===== src/rtl/spi_master_tx10_if.sv =====
// spi_master_tx10_if: parallel request/reply and SPI pin bundle for spi_master_tx10
interface spi_master_tx10_if #(
    parameter int WIDTH = 10
);
    logic             i_start;
    logic [WIDTH-1:0] i_data_in;
    logic             i_miso;
    logic             o_busy;
    logic             o_done;
    logic [WIDTH-1:0] o_data_out;
    logic             o_sclk;
    logic             o_cs_n;
    logic             o_mosi;

    modport master (
        input  i_start, i_data_in, i_miso,
        output o_busy, o_done, o_data_out, o_sclk, o_cs_n, o_mosi
    );

    modport slave (
        output i_start, i_data_in, i_miso,
        input  o_busy, o_done, o_data_out, o_sclk, o_cs_n, o_mosi
    );
endinterface


===== src/rtl/spi_master_tx10.sv =====
// spi_master_tx10: mode-0 SPI master, full-duplex WIDTH-bit frames, MSB first
module spi_master_tx10 #(
    parameter int WIDTH   = 10,
    parameter int CLK_DIV = 4
) (
    input  logic               i_clk,
    input  logic               i_rst_n,
    spi_master_tx10_if.master  bus
);
    localparam int DW = (CLK_DIV > 1) ? $clog2(CLK_DIV) : 1;
    localparam int EW = $clog2(2 * WIDTH);

    typedef enum logic [2:0] {IDLE, SETUP, SHIFT, HOLD, DONE} state_t;

    state_t           r_state, w_next;
    logic [DW-1:0]    r_div;
    logic [EW-1:0]    r_edge;
    logic [WIDTH-1:0] r_tx, r_rx, r_data_out;
    logic             r_sclk, r_cs_n, r_busy, r_done;
    logic             w_hp_end, w_last, w_active, w_accept, w_frame;

    assign w_hp_end = r_div == DW'(CLK_DIV - 1);
    assign w_last   = r_edge == EW'(2 * WIDTH - 1);
    assign w_frame  = r_state inside {SETUP, SHIFT, HOLD};
    assign w_accept = bus.i_start && (r_state == IDLE || r_state == DONE);
    assign w_active = w_next inside {SETUP, SHIFT, HOLD};

    // Next-state: each timed phase advances when its half-period counter expires
    always_comb begin
        w_next = r_state;
        case (r_state)
            IDLE:    w_next = bus.i_start ? SETUP : IDLE;
            SETUP:   w_next = w_hp_end ? SHIFT : SETUP;
            SHIFT:   w_next = (w_hp_end && w_last) ? HOLD : SHIFT;
            HOLD:    w_next = w_hp_end ? DONE : HOLD;
            DONE:    w_next = bus.i_start ? SETUP : IDLE;
            default: w_next = IDLE;
        endcase
    end

    // State register
    always_ff @(posedge i_clk or negedge i_rst_n) begin
        if (!i_rst_n) r_state <= IDLE;
        else          r_state <= w_next;
    end

    // Datapath: counters, shift registers and registered pin/status outputs
    always_ff @(posedge i_clk or negedge i_rst_n) begin
        if (!i_rst_n) begin
            r_div      <= '0;
            r_edge     <= '0;
            r_tx       <= '0;
            r_rx       <= '0;
            r_data_out <= '0;
            r_sclk     <= 1'b0;
            r_cs_n     <= 1'b1;
            r_busy     <= 1'b0;
            r_done     <= 1'b0;
        end else begin
            r_div  <= (w_frame && !w_hp_end) ? r_div + 1'b1 : '0;
            r_cs_n <= !w_active;
            r_busy <= w_active;
            r_done <= r_state == DONE;
            if (r_state == DONE) r_data_out <= r_rx;
            if (w_accept) r_tx <= bus.i_data_in;
            if (r_state == SHIFT && w_hp_end) begin
                r_sclk <= !r_sclk;
                r_edge <= w_last ? '0 : r_edge + 1'b1;
                if (!r_sclk) r_rx <= {r_rx[WIDTH-2:0], bus.i_miso};
                else if (!w_last) r_tx <= {r_tx[WIDTH-2:0], 1'b0};
            end
        end
    end

    assign bus.o_busy     = r_busy;
    assign bus.o_done     = r_done;
    assign bus.o_data_out = r_data_out;
    assign bus.o_sclk     = r_sclk;
    assign bus.o_cs_n     = r_cs_n;
    assign bus.o_mosi     = r_tx[WIDTH-1];
endmodule

===== src/flat_wrapper.sv =====
// flat-port wrapper written by rule: the top's interface ports become plain ports
module spi_master_tx10_flat 
#(
    parameter int WIDTH   = 10,
    parameter int CLK_DIV = 4
)
  (i_clk, i_rst_n, bus_i_start, bus_i_data_in, bus_i_miso, bus_o_busy, bus_o_done, bus_o_data_out, bus_o_sclk, bus_o_cs_n, bus_o_mosi);
  spi_master_tx10_if #(.WIDTH(WIDTH)) bus_i ();
  input  logic i_clk;
  input  logic i_rst_n;
  input wire logic [$bits(bus_i.i_start)-1:0] bus_i_start;
  input wire logic [$bits(bus_i.i_data_in)-1:0] bus_i_data_in;
  input wire logic [$bits(bus_i.i_miso)-1:0] bus_i_miso;
  output wire logic [$bits(bus_i.o_busy)-1:0] bus_o_busy;
  output wire logic [$bits(bus_i.o_done)-1:0] bus_o_done;
  output wire logic [$bits(bus_i.o_data_out)-1:0] bus_o_data_out;
  output wire logic [$bits(bus_i.o_sclk)-1:0] bus_o_sclk;
  output wire logic [$bits(bus_i.o_cs_n)-1:0] bus_o_cs_n;
  output wire logic [$bits(bus_i.o_mosi)-1:0] bus_o_mosi;
  assign bus_i.i_start = bus_i_start;
  assign bus_i.i_data_in = bus_i_data_in;
  assign bus_i.i_miso = bus_i_miso;
  assign bus_o_busy = bus_i.o_busy;
  assign bus_o_done = bus_i.o_done;
  assign bus_o_data_out = bus_i.o_data_out;
  assign bus_o_sclk = bus_i.o_sclk;
  assign bus_o_cs_n = bus_i.o_cs_n;
  assign bus_o_mosi = bus_i.o_mosi;
  spi_master_tx10 #(.WIDTH(WIDTH), .CLK_DIV(CLK_DIV)) u_core (.i_clk(i_clk), .i_rst_n(i_rst_n), .bus(bus_i));
endmodule

===== config.mk =====
export PLATFORM = sky130hd
export DESIGN_NAME = spi_master_tx10_flat
export DESIGN_NICKNAME = d
export VERILOG_FILES = /design/src/rtl/spi_master_tx10_if.sv /design/src/rtl/spi_master_tx10.sv /design/src/flat_wrapper.sv
export SDC_FILE = /design/constraint.sdc
export NUM_CORES = 1
export LEC_CHECK = 0
export ABC_AREA = 1
export ABC_CLOCK_PERIOD_IN_PS = 2150
export CORE_MARGIN = 4
export CORE_UTILIZATION = 57
export DETAILED_ROUTE_END_ITERATION = 12
export PLACE_DENSITY = 0.83
export SLEW_MARGIN = 5
export SYNTH_ARGS = -nofsm -noshare
export SYNTH_HDL_FRONTEND = slang
export SYNTH_SLANG_ARGS = --single-unit

===== constraint.sdc =====
create_clock -name i_clk -period 2.15 [get_ports i_clk]
set_input_delay 0.645 -clock i_clk [delete_from_list [all_inputs] [get_ports i_clk]]
set_output_delay 0.645 -clock i_clk [all_outputs]
set_load 0.02 [all_outputs]

==> flow_summary.json, run 1 <==
{
  "place_inst": 293,
  "synth_cell_type_count": 20,
  "clkbuf_count": 8,
  "top_cell_area_share_pct": 55.3,
  "root_buffer": "sky130_fd_sc_hd__clkbuf_4",
  "timing_max_transition_violations_final": 0,
  "power.sequential.total_uw": 836,
  "num-nonclk-buffers": 34,
  "clkLatencyLatePin_ns": 0.34,
  "biggestCellCategory": "sequential cells",
  "totalNegativeSetupSlack_ns": 0,
  "synthMostInstantiatedCell": "sky130_fd_sc_hd__nand2_1",
  "holdBufCountCts": 0,
  "sequential_cell_area_um2": 1100,
  "postPlaceCellArea_um2": 2270,
  "die_height_um": 66.4,
  "slowest_stage": "sky130_fd_sc_hd__clkdlybuf4s50_1",
  "grtUsageMet1_pct": 24.1,
  "cp_top_family": "buffers and inverters",
  "final_antenna_net_count": 0,
  "first_pass_drt_iterations": 6,
  "drt-total-wl_um": 3560,
  "post_cts.resized_instances": 0,
  "route.met2.wl_um": 1720,
  "fillCellCount": 250,
  "wl_per_cell_um": 11.8,
  "synth_top_flop_cell": "sky130_fd_sc_hd__dfrtp_1",
  "final_layout_size_suffix_gt1_share_pct": 8.56,
  "critPathArrivalTime_ns": 1.45,
  "grtUsageMet3_pct": 4.93,
  "area_delta_synth_final_pct": 19.2,
  "worst_reg2reg_path_startpoint": "u_core.r_div[0]$_DFF_PN0_",
  "slowest_delay_ns": 0.59,
  "final_nets": 272,
  "run_status": "completed",
  "internal-power_uw": 991,
  "ys.flops": 44,
  "utilization_after_layout_pct": 73.6,
  "timing.critical_path.from": "u_core.bus.o_cs_n$_DFF_PN1_",
  "core_area_um2": 3150,
  "openroad.warnings": 26,
  "placer_congestion_estimate": 0.831,
  "logic_gates": 146,
  "clock_area_share_pct": 2.10,
  "num_vias": 1562,
  "max_capacitance_violation_total": 0,
  "rsz0062_at_grt": "no",
  "yosysChipArea_um2": 1950,
  "n_all_inverters": 25,
  "seq_share_pct": 47.5,
  "cts-htree-levels": 2,
  "starting_utilization_of_the_core_area_pct": 61.7,
  "layout_top_cell": "sky130_fd_sc_hd__nand2_1",
  "switchingPower_uw": 263,
  "cts.reportedPaths.clkPinSlew_ns": 0.12,
  "netlist_logic_family_top": "simple AND/OR/NAND/NOR gates"
}
run_1/flops_by_reg.png
The bar under the picture is 20 um long. Other sequential cells in the stronger grey, the rest of the logic in the fainter grey.
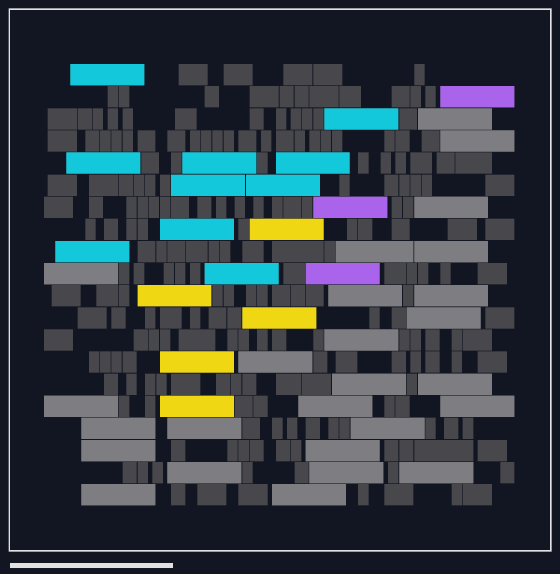
Cyan stands for u_core.r_tx, flops 10. Purple stands for u_core.r_state, flops 3. Yellow stands for u_core.r_edge, flops 5.

run_1/io_fan.png
The bar under the picture is 20 um long.
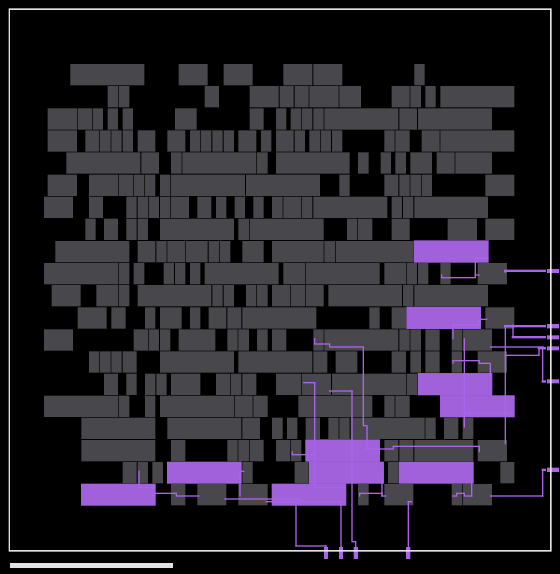
Purple stands for bus_o_data_out, direction output, end cells 10, buffers 10, wire 237 um.
top-level I/O count: 29
input/output buffers: 28

run_1/clocks.png
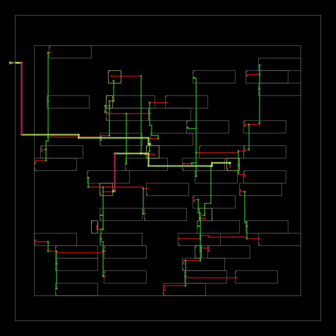
Sinks on Clock Net: 44
Seq Cell Count: 44
number of buffers added by the clock tree synthesis step: 5

run_1/wires.png
Two of the layers only.
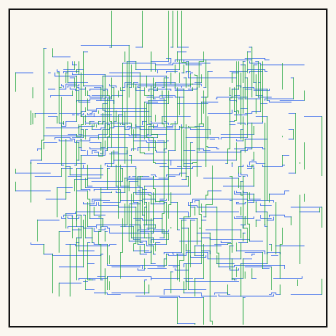

==> inputs of run 2 (changes only) <==
--- a/constraint.sdc
+++ b/constraint.sdc
@@ -3,2 +3,2 @@
 set_output_delay 0.645 -clock i_clk [all_outputs]
-set_load 0.02 [all_outputs]
+set_load 0.1 [all_outputs]
run_2/wires.png
Two of the layers only.
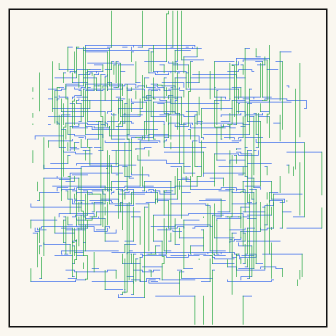
Blue stands for metal 1, wire length 1660 um. Green stands for metal 2, wire length 1870 um.

run_2/detail.png
Window x 0 to 40, y 26 to 66 um. Cells in grey, sequential cells in the stronger grey; small squares are vias.
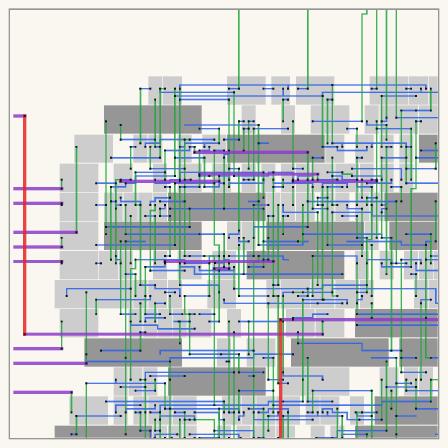
Red stands for metal 4. Blue stands for metal 1. Purple stands for metal 3. Green stands for metal 2.
Netlist names of flops here include u_core.r_tx (9). Most frequent: nand2_1 (48), clkdlybuf4s50_1 (12), dfrtp_1 (12). Sequential cells in the window: 12. 114 logic cells have their middle in the window.

==> flow_summary.json, run 2 <==
{
  "first_pass_drt_iterations": 4,
  "num-nonclk-buffers": 34,
  "totalNegativeSetupSlack_ns": 0,
  "synth_cell_type_count": 20,
  "synthMostInstantiatedCell": "sky130_fd_sc_hd__nand2_1",
  "cts.reportedPaths.clkPinSlew_ns": 0.11,
  "synth_top_flop_cell": "sky130_fd_sc_hd__dfrtp_1",
  "final_antenna_net_count": 0,
  "holdBufCountCts": 0,
  "cts_num_sinks": 44,
  "ys_top_cells_by_area": "sky130_fd_sc_hd__dfrtp_1 55%, sky130_fd_sc_hd__nand2_1 15%, sky130_fd_sc_hd__o21ai_1 5.1%",
  "grtUsageMet3_pct": 5.95,
  "critical_path.most_common_cell": "sky130_fd_sc_hd__nand2_1",
  "n_all_inverters": 25,
  "design.portCount": 29,
  "logic_gates": 146,
  "run_status": "completed",
  "die_height_um": 66.4,
  "timing_max_transition_violations_final": 0,
  "max_capacitance_violation_total": 0,
  "clkbuf_count": 7,
  "io_buffers": 28,
  "area_delta_synth_final_pct": 23.1,
  "clkLatencyLatePin_ns": 0.35,
  "seq_share_pct": 46.0,
  "final_nets": 272,
  "openroad.warnings": 26,
  "biggestCellCategory": "sequential cells",
  "postPlaceCellArea_um2": 2350,
  "sequential_cell_area_um2": 1100,
  "number_of_buffers_added_by_the_clock_tree_synthesis_step": 5,
  "top_cell_area_share_pct": 55.3,
  "core_area_um2": 3150,
  "post_cts.resized_instances": 0,
  "wl_per_cell_um": 12.6,
  "critPathArrivalTime_ns": 2.07,
  "clock_area_share_pct": 2.09,
  "starting_utilization_of_the_core_area_pct": 61.7,
  "power.sequential.total_uw": 836,
  "switchingPower_uw": 277,
  "ys.flops": 44,
  "route.met2.wl_um": 1870,
  "yosysChipArea_um2": 1950,
  "rsz0062_at_grt": "no",
  "fillCellCount": 242,
  "place_inst": 293,
  "worst_reg2reg_path_startpoint": "u_core.r_div[0]$_DFF_PN0_",
  "grtUsageMet1_pct": 24.8,
  "crit_buf_inv": 0,
  "timing.critical_path.to_type": "register",
  "yosys.area_share.xor_xnor_pct": 0.450,
  "timing.critical_path.from": "u_core.r_div[0]$_DFF_PN0_",
  "slowest_stage": "sky130_fd_sc_hd__nand2_1",
  "final_layout_size_suffix_gt1_share_pct": 14.8,
  "drt-total-wl_um": 3800,
  "layout_top_cell": "sky130_fd_sc_hd__nand2_1",
  "flop-count": 44,
  "clock_net_power_uw": 374
}
